--- config.mk ---
export PLATFORM = sky130hd
export DESIGN_NAME = alu_arbiter_ctrl
export DESIGN_NICKNAME = d
export VERILOG_FILES = /design/src/rtl/alu_arbiter_ctrl.sv
export SDC_FILE = /design/constraint.sdc
export NUM_CORES = 1
export LEC_CHECK = 0
export ABC_CLOCK_PERIOD_IN_PS = 3900
export CORE_MARGIN = 4
export CORE_UTILIZATION = 46
export DETAILED_ROUTE_END_ITERATION = 16
export HOLD_SLACK_MARGIN = 0.12
export PLACE_DENSITY_LB_ADDON = 0.25
export SLEW_MARGIN = 20
export SYNTH_ARGS = -nofsm -noshare
export SYNTH_HDL_FRONTEND = slang
export SYNTH_SLANG_ARGS = --single-unit
--- constraint.sdc ---
create_clock -name clk -period 3.9 [get_ports clk]
set_clock_uncertainty 0.05 [all_clocks]
set_input_delay 0.78 -clock clk [delete_from_list [all_inputs] [get_ports clk]]
set_output_delay 0.78 -clock clk [all_outputs]
set_load 0.03 [all_outputs]
--- src/rtl/alu_arbiter_ctrl.sv ---
// alu_arbiter_ctrl: two-requester round-robin arbiter sharing one registered 32-bit ALU
// Ports:
//   clk, rst_n                      clock, asynchronous active-low reset
//   reqN_valid/op/a/b -> reqN_ready requester N handshake (N = 0, 1), ready is combinational
//   res, res_valid, res_id, res_ovf registered result, DONE-cycle strobe, owner, signed overflow
//   busy                            high whenever the FSM is not IDLE
module alu_arbiter_ctrl (
  input  logic        clk,
  input  logic        rst_n,
  input  logic        req0_valid,
  input  logic [2:0]  req0_op,
  input  logic [31:0] req0_a,
  input  logic [31:0] req0_b,
  output logic        req0_ready,
  input  logic        req1_valid,
  input  logic [2:0]  req1_op,
  input  logic [31:0] req1_a,
  input  logic [31:0] req1_b,
  output logic        req1_ready,
  output logic [31:0] res,
  output logic        res_valid,
  output logic        res_id,
  output logic        res_ovf,
  output logic        busy
);
  typedef enum logic [1:0] {IDLE, EXEC, DONE} state_t;
  state_t      r_state;
  logic [2:0]  r_op;
  logic [31:0] r_a;
  logic [31:0] r_b;
  logic        r_id;
  logic        r_last;
  logic        w_idle;
  logic        w_gnt1;
  logic        w_sub;
  logic        w_addsub;
  logic [31:0] w_bm;
  logic [31:0] w_sum;
  logic        w_slt;
  logic        w_sltu;
  logic [31:0] w_res;
  logic        w_ovf;
  // requester 1 wins when alone, or on a tie when requester 0 was granted last
  assign w_idle     = r_state == IDLE;
  assign w_gnt1     = req1_valid & (~req0_valid | ~r_last);
  assign req0_ready = w_idle & req0_valid & ~w_gnt1;
  assign req1_ready = w_idle & w_gnt1;
  assign busy       = ~w_idle;
  always_comb begin
    w_sub    = r_op[2] & r_op[1];
    w_addsub = r_op == 3'b010 || r_op == 3'b110;
    w_bm     = w_sub ? ~r_b : r_b;
    w_sum    = r_a + w_bm + {31'b0, w_sub};
    // differing signs decide SLT directly, so a wrapped difference cannot mislead it
    w_slt    = (r_a[31] ^ r_b[31]) ? r_a[31] : w_sum[31];
    w_sltu   = r_a < r_b;
    w_ovf    = w_addsub & (r_a[31] == w_bm[31]) & (w_sum[31] != r_a[31]);
    w_res    = r_op == 3'b000 ? r_a & r_b :
               r_op == 3'b001 ? r_a | r_b :
               w_addsub       ? w_sum :
               r_op == 3'b111 ? {31'b0, w_slt} :
               r_op == 3'b011 ? {31'b0, w_sltu} :
               r_op == 3'b100 ? ~(r_a | r_b) : r_a ^ r_b;
  end
  always_ff @(posedge clk or negedge rst_n) begin
    if (!rst_n) begin
      r_state   <= IDLE;
      r_op      <= '0;
      r_a       <= '0;
      r_b       <= '0;
      r_id      <= 1'b0;
      r_last    <= 1'b1;
      res       <= '0;
      res_valid <= 1'b0;
      res_id    <= 1'b0;
      res_ovf   <= 1'b0;
    end else begin
      case (r_state)
        IDLE: if (req0_valid | req1_valid) begin
          r_state <= EXEC;
          r_op    <= w_gnt1 ? req1_op : req0_op;
          r_a     <= w_gnt1 ? req1_a : req0_a;
          r_b     <= w_gnt1 ? req1_b : req0_b;
          r_id    <= w_gnt1;
          r_last  <= w_gnt1;
        end
        EXEC: begin
          r_state   <= DONE;
          res       <= w_res;
          res_ovf   <= w_ovf;
          res_id    <= r_id;
          res_valid <= 1'b1;
        end
        DONE: begin
          r_state   <= IDLE;
          res_valid <= 1'b0;
        end
        default: r_state <= IDLE;
      endcase
    end
  end
endmodule

==> summary.txt <==
The synthesis and place-and-route flow finished, so here is a summary.

The run finished with clean final reports. Leaving out the clock tree, the finished layout contains a buffer count of 192. The instance count on the critical path came out at 4. The number of setup buffers added after CTS is 0. The area share of the leading cell type in the synthesized netlist came out at 0.2739.

In this run, the synthesized area fraction spent on AND-OR/OR-AND gates is recorded as 0.2335. For this run, global-route usage on met2 was measured as 0.3808. The die boundary height came out at 152.4 µm. The switching portion of total power is 0.5193. Fill cells in the final layout number 1833. The average via count per standard cell is 5.538.

The number of tapcells is 270. The switching component of the power came out at 6.156 mW. The most critical min-delay path falls under in -> async. The wire length reported by the detailed router came out at 26.14 mm. By area the synthesized netlist is led by dfrtp_1 27%, ha_1 17%, mux2i_1 8.7%. The required time of the critical path came out at 3.07 ns. The wire length of the first global-routing pass is 42.65 mm. The total count of hold-check failures in the final report is 0.

The total congestion overflow after global routing is 0. The via count of the first global-routing pass is 8296. Of all nets on the critical path, the largest fanout is 4.

Per STA, the worst path is made up of clkdlybuf4s50_1 -> a21boi_4 -> and2_1 -> clkdlybuf4s50_1. dfrtp_1 takes more of the synthesized area than any other cell. The sequential power came out at 2.32 mW. The sequential area share after synthesis is 0.2767. The antenna diode count came out at 0. The cell family contributing the most delay on the critical path is buffers and inverters. The maximum level of the CTS H-tree is 3.

The sum of met3 wire segment lengths after detailed routing came out at 1.515 mm. The end of the critical path is req1_ready. RePlAce ended its routability-driven mode at a weighted congestion of 0.9477. The non-clock inverter instance count of the final layout is 102.

The cell area that synthesis handed to floorplanning was 9592 µm². Summing all non-filler instances in the final layout gives an area of 11900 µm². Of all flip-flops after synthesis, the portion carrying an async set or reset was 1.000.

The sequential standard cell area came out at 2655 µm². The number of different library cells used by synthesis comes to 78. The placed instance count came out at 1524. The capture instance of the worst register-to-register path is res[26].

The end-of-flow core utilization came out at 0.5842. The clock transition time at the flip-flop clock pins of the worst setup and hold paths is 0.07 ns. Routed signal wires occupy layers up through met4. The worst IR drop on VDD came out at 0.3673 mV. The number of hold-repair buffers added at the cts stage came out at 0. At the pin with the least slew margin, the transition time is 1.074 ns.

The timing report shows the most common cell along the critical path to be clkdlybuf4s50_1. Summed over all failing endpoints, the final setup total negative slack is 0 ns. The share of total power dissipated in the clock network is 0.078.

STA classifies the critical path endpoint as an output port. The number of standard cells in the layout, taps in and fillers out is 1540. The library cell with the highest instance count after synthesis is ha_1.

The fraction of met3 tracks used by global routing came out at 0.03863. The number of endpoints failing setup at the final stage came out at 0. Per the cell usage report, the commonest logic cell in the layout is clkdlybuf4s50_1. The xor/xnor share of the synthesized area came out at 0.05100.

The largest net degree at the start of global routing came out at 77. In this run the layout overhead on the synthesized area is reported as 24.04%. The length of routed wiring on met1 is 11.62 mm. The synthesis report names the predominant flop master as dfrtp_1.

The row count is 52. The clock passes through at most 2 buffers. The critical path class is in -> out.

The remaining max-slew budget at the tightest pin is 0.2816. The detail route stage leaves a number of antenna-violating nets equal to 0. The combinational family with the most area after synthesis is AND-OR/OR-AND gates. Per the synthesis report, the adder-cell share of the synthesized area is 0.1717.

The share of power burned in registers is 0.196. The biggest slice of the total power is consumed by combinational logic. The number of max-cap violations is 0. The data arrival time of the critical path came out at 2.48 ns. The initial antenna violation count came out at 0. The reported combinational group power is 8.61 mW.

The source of the worst register-to-register timing path is r_op[2]. OpenSTA lists the critical path startpoint as req1_valid. The die boundary width came out at 152.4 µm.

The mean instance size in the synthesized netlist is 8.503 µm². The total I/O pin count is 176. Synthesis handed over a netlist of 1128 instances.

The share of cells above drive strength 1 is 0.05276. The detailed route wirelength on metal2 is 12.48 mm. The worst path buffer plus inverter count came out at 2.

The initial cell density of the core came out at 0.4710. The TritonCTS sink count is 106. The fraction of final cell area spent on clock buffers and inverters in this run is 0.02503. In the finished design, the share of the clock period the worst path needs comes to 0.8476.

Setup repair after global routing left no endpoint under its margin. The report lists the number of cells resized after CTS as 0. Per the placement log, port buffering inserted 175 buffers.

Counting the warning lines in the Yosys log gives 0. The final-report max-slew violation count came out at 0. Counting I/O delays and the setup requirement, the final critical path takes 3.306 ns. Across all layers, the routed design uses 8528 vias. The power in the clock group is 0.928 mW. The internal power contribution is 5.699 mW. In this run, the synthesized area fraction spent on and/or/nand/nor cells is recorded as 0.1079. The global router's overall resource usage came out at 0.2213. The area share of buffers outside the clock network came out at 0.1598. The number of nets at the end of the flow came out at 1534.

The category of the worst setup path launch point is an input port. The leakage dissipation came out at 5.472 nW. The wire length per cell is 16.97 µm. The sequential cell area share is 0.2232. Note, the detailed placer reported a final HPWL of 19.92 mm. The part of the total power dissipated in combinational logic is 0.726. TritonCTS built the clock tree. For reference, the top cells by count after synthesis are 130 x ha_1, 122 x nand2_1, 119 x o21ai_0. met2 is the most crowded layer.
**Placement by cell class**

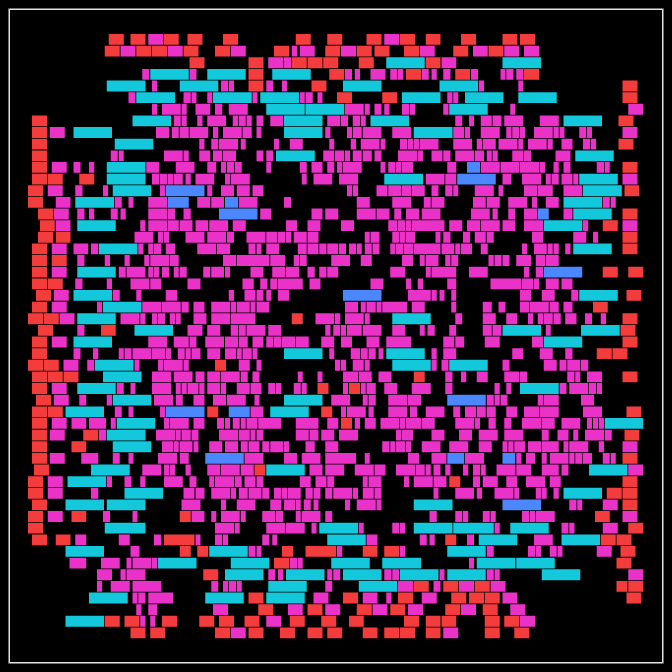
| colour | class | cells | share of their area |
|---|---|---|---|
| magenta | combinational and other logic | 956 | 58% |
| red | other buffers and delay cells | 192 | 16% |
| blue | clock drivers and dummy loads | 16 | 2.6% |
| cyan | flops | 106 | 23% |

**Sequential cells grouped by signal name**

Other sequential cells in the stronger grey, the rest of the logic in the fainter grey.
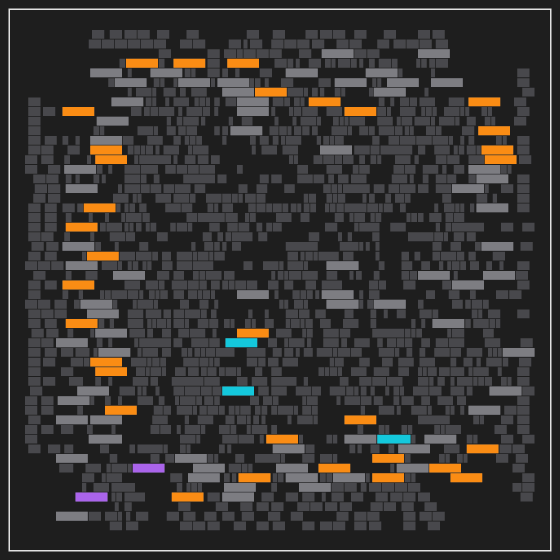
| colour | name in the netlist | placed flops |
|---|---|---|
| cyan | r_op | 3 |
| purple | r_state | 2 |
| orange | r_b | 32 |
not coloured: 69

**Routed clock nets over the placement**

Bar = 50 µm.
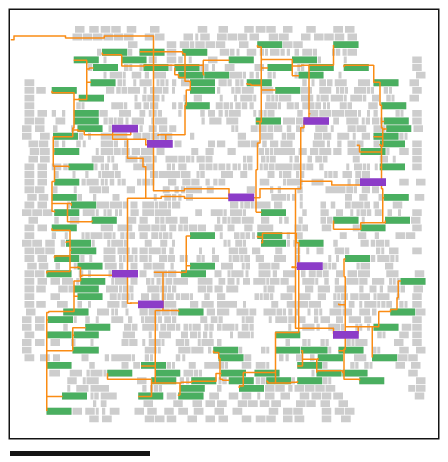
[purple] clock drivers | count: 9
[green] flip-flops | count: 106
[orange] clock wires | length: 1510 µm
flops lie: spread over the die
routed clock nets: 10

**Logic cells by family**

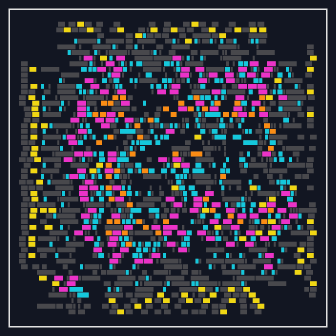
| colour | family | cells |
|---|---|---|
| yellow | multiplexers | 88 |
| orange | XOR/XNOR gates | 55 |
| magenta | adder and majority cells | 131 |
| cyan | inverting AOI/OAI gates | 303 |

**Clock nets**

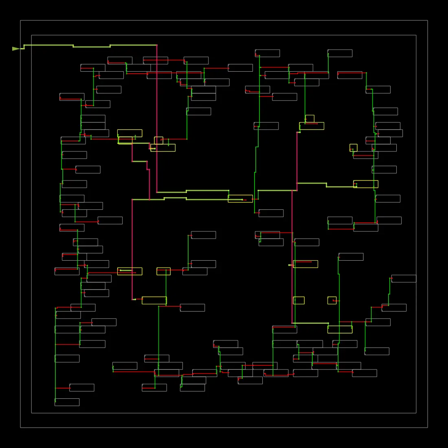
clock tree buffer count of the final layout: 11
cts bufs inserted: 9
clk ins delay skew pair: 0.36 ns
FF+latch count: 106

Power is estimated from default activity; no workload was simulated.
